Figure 1. Signal wires on met1.
Scale bar: 50 µm. Cells faint in the background.
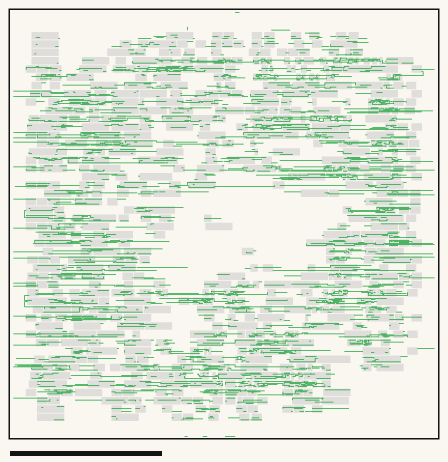
Figure 2. M2 wires.
Scale bar: 50 µm. Cells faint in the background.
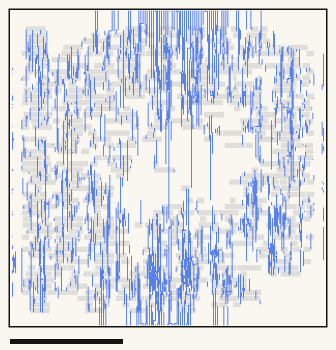
Figure 3. Signal wires on met3.
Scale bar: 50 µm. Cells faint in the background.
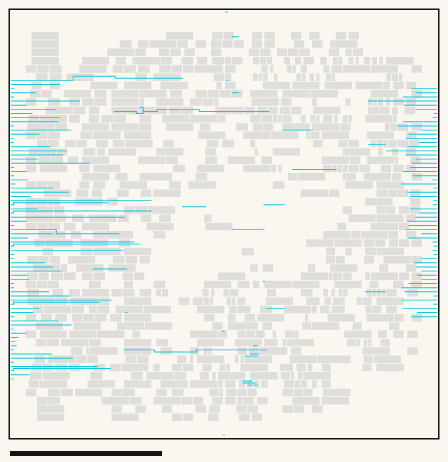
Figure 4. Metal 4.
Scale bar: 50 µm.
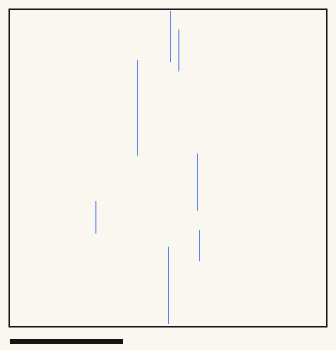
Figure 5. Track usage over the die.
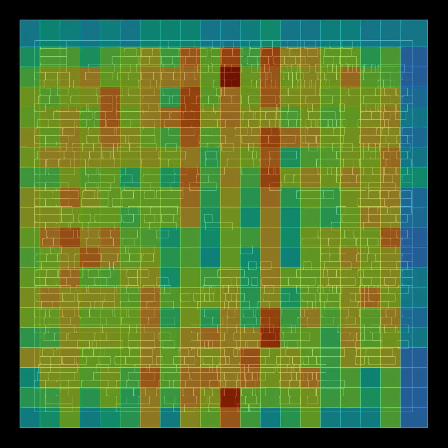
`src/rtl/mem_access_unit.sv`:
```
// rtl/mem_access_unit.sv - CPU load/store access unit driving a byte-addressed data RAM
// Requests are checked in IDLE, touch the RAM for exactly one ACCESS cycle, then wait in RESP.
module mem_access_unit #(
  parameter int ADDR_W = 12,
  parameter int CNT_W  = 16
) (
  input  logic              clk,
  input  logic              clr,
  input  logic              req_valid,
  output logic              req_ready,
  input  logic              req_store,
  input  logic [1:0]        req_size,
  input  logic              req_unsigned,
  input  logic [31:0]       req_addr,
  input  logic [31:0]       req_wdata,
  output logic              resp_valid,
  input  logic              resp_ready,
  output logic [31:0]       resp_rdata,
  output logic              resp_err,
  output logic [ADDR_W-1:0] mem_addr,
  output logic [1:0]        mem_mode,
  output logic              mem_we,
  output logic [31:0]       mem_wdata,
  input  logic [31:0]       mem_rdata,
  output logic [CNT_W-1:0]  load_cnt,
  output logic [CNT_W-1:0]  store_cnt
);

  typedef enum logic [1:0] {
    S_IDLE   = 2'd0,
    S_ACCESS = 2'd1,
    S_RESP   = 2'd2
  } state_t;

  localparam logic [1:0] SIZE_B = 2'b00;
  localparam logic [1:0] SIZE_H = 2'b01;
  localparam logic [1:0] SIZE_W = 2'b10;

  state_t state, state_nxt;

  logic              lat_store;
  logic [1:0]        lat_size;
  logic              lat_unsigned;
  logic [ADDR_W-1:0] lat_addr;
  logic [31:0]       lat_wdata;
  logic              lat_err;
  logic [31:0]       rdata_q;

  logic [ADDR_W-1:0] hold_addr;
  logic [1:0]        hold_mode;
  logic [31:0]       hold_wdata;

  logic              req_err;
  logic              accept;
  logic              in_access;
  logic [31:0]       load_ext;

  always_comb begin
    req_err = 1'b0;
    if (req_size == 2'b11)
      req_err = 1'b1;
    if (req_size == SIZE_H && req_addr[0])
      req_err = 1'b1;
    if (req_size == SIZE_W && req_addr[1:0] != 2'b00)
      req_err = 1'b1;
    if ((req_addr >> ADDR_W) != 32'd0)
      req_err = 1'b1;
  end

  assign accept    = (state == S_IDLE) && req_valid;
  assign in_access = (state == S_ACCESS);

  always_comb begin
    state_nxt = state;
    case (state)
      S_IDLE:   if (req_valid) state_nxt = req_err ? S_RESP : S_ACCESS;
      S_ACCESS: state_nxt = S_RESP;
      S_RESP:   if (resp_ready) state_nxt = S_IDLE;
      default:  state_nxt = S_IDLE;
    endcase
  end

  // RAM already right-aligns narrow lanes; only the upper bits need filling.
  always_comb begin
    load_ext = mem_rdata;
    case (lat_size)
      SIZE_B:  load_ext = {{24{mem_rdata[7] & ~lat_unsigned}}, mem_rdata[7:0]};
      SIZE_H:  load_ext = {{16{mem_rdata[15] & ~lat_unsigned}}, mem_rdata[15:0]};
      default: load_ext = mem_rdata;
    endcase
  end

  // Strobe is decoded from state so an asynchronous clr kills it at once.
  assign mem_we     = in_access && lat_store;
  assign mem_addr   = in_access ? lat_addr  : hold_addr;
  assign mem_mode   = in_access ? lat_size  : hold_mode;
  assign mem_wdata  = in_access ? lat_wdata : hold_wdata;

  assign req_ready  = (state == S_IDLE);
  assign resp_valid = (state == S_RESP);
  assign resp_rdata = rdata_q;
  assign resp_err   = lat_err;

  always_ff @(posedge clk or posedge clr) begin
    if (clr) begin
      state        <= S_IDLE;
      lat_store    <= 1'b0;
      lat_size     <= SIZE_W;
      lat_unsigned <= 1'b0;
      lat_addr     <= '0;
      lat_wdata    <= '0;
      lat_err      <= 1'b0;
      rdata_q      <= '0;
      hold_addr    <= '0;
      hold_mode    <= SIZE_W;
      hold_wdata   <= '0;
      load_cnt     <= '0;
      store_cnt    <= '0;
    end else begin
      state <= state_nxt;
      if (accept) begin
        lat_store    <= req_store;
        lat_size     <= req_size;
        lat_unsigned <= req_unsigned;
        lat_addr     <= req_addr[ADDR_W-1:0];
        lat_wdata    <= req_wdata;
        lat_err      <= req_err;
        rdata_q      <= '0;
      end
      if (in_access) begin
        hold_addr  <= lat_addr;
        hold_mode  <= lat_size;
        hold_wdata <= lat_wdata;
        rdata_q    <= lat_store ? 32'd0 : load_ext;
      end
      if (state == S_RESP && resp_ready && !lat_err) begin
        if (lat_store)
          store_cnt <= store_cnt + 1'b1;
        else
          load_cnt <= load_cnt + 1'b1;
      end
    end
  end

endmodule

```
`config.mk`:
```
export PLATFORM = sky130hd
export DESIGN_NAME = mem_access_unit
export DESIGN_NICKNAME = d
export VERILOG_FILES = /design/src/rtl/mem_access_unit.sv
export SDC_FILE = /design/constraint.sdc
export NUM_CORES = 1
export LEC_CHECK = 0
export CAP_MARGIN = 5
export CORE_MARGIN = 5
export CORE_UTILIZATION = 38
export CTS_CLUSTER_DIAMETER = 50
export DETAILED_ROUTE_END_ITERATION = 8
export PLACE_DENSITY = 0.69
export REMOVE_ABC_BUFFERS = 1
export SETUP_SLACK_MARGIN = 0.2
export SYNTH_ARGS = -nofsm -noshare
export SYNTH_HDL_FRONTEND = slang
export SYNTH_SLANG_ARGS = --single-unit
```
`constraint.sdc`:
```
create_clock -name clk -period 12.23 [get_ports clk]
set_input_delay 1.8345 -clock clk [delete_from_list [all_inputs] [get_ports clk]]
set_output_delay 1.8345 -clock clk [all_outputs]
set_load 0.02 [all_outputs]
```
==> summary.txt <==
Notes on the flow outputs.

- From left edge to right edge, the die measures around 140 µm.
- All stages included, the depth of the critical timing path comes to 4.
- Counting tap cells, the placed design contains a total of 893 instances.
- The global-route met1 utilization reads between 20% and 30%.
- The share of final layout cell area taken by non-clock buffers is between 20% and 30%.
- The worst setup path is launched from a flip-flop.
- The antenna cell count is 0.
- The worst setup timing slack at the placement stage is roughly 8.2 ns.
- The worst setup path startpoint reads state[1]$_DFFE_PP0P_.
- The transition time recorded at the tightest slew-check pin is just over 1 ns.
- The register bit total from synthesis is 161.
- The capture endpoint of the worst hold path is store_cnt[15]$_DFFE_PP0P_.
- The worst hold slack reads around 0.47 ns.
- The tally of yosys warning messages reads 0.
- The number of clock-tree buffers in the layout reads 18.
- Per the layout area report, the combinational gate area comes to approximately 0.0023 mm².
- The layout report lists the combined flip-flop and latch area as 0.00403 mm².
- The capturing point of the worst reg2reg path reads resp_rdata[31]$_DFFE_PP0P_.
- After global routing the overflow that remains totals 0.
- The top-area cell type share of the netlist area is around 62%.
- By area, the combinational part of the netlist is dominated by multiplexers.
- The run finished with clean final reports.
- The standard-cell row count reads 47.
- The biggest cell delay along the critical path reads 0.55 ns.
- Per STA, the worst path accumulates the most delay in the family buffers and inverters.
- Sorting the synthesized cells by area gives the leading types as dfrtp_1 62%, mux2_2 17%, xnor2_1 2.4%.
- The non-clock buffer count in the final layout reads 221.
- The vertical die dimension reads between 100 and 150 µm.
- The internal portion of the total power is 974 µW.
- The post-synthesis share of cell area spent on and-or and or-and gates reads 4.84%.
- The number of buffers between clock root and the deepest sink reads 2.
- The floorplan utilization reads approximately two fifths.
-- Figure 1 (at the start) --
main direction	horizontal
nets with wire on the layer	690
longest straight run	32.7 µm
share of all routed wire	43%
wire length on this layer	6920 µm
via count: 4557
Post-Route WL: 16.2 mm

-- Figure 2 (at the start) --
nets with wire on the layer	715
longest straight run	57.5 µm
share of all routed wire	46%
main direction	vertical
met2 usage in global routing: 25.3%

-- Figure 3 (at the start) --
share of all routed wire	9.9%
longest straight run	45.8 µm
nets with wire on the layer	142
met3 Resource Use GR: 8.04%

-- Figure 4 (at the start) --
wire length on this layer	170 µm
longest straight run	42.2 µm

-- Figure 5 (at the start) --
GRT Util Overall: 16.3%
detailed-route wire length per cell: 17.5 µm
core occupancy in the finished layout: 56.7%

Power figures rest on the tool's default switching activity, not on a simulated workload.
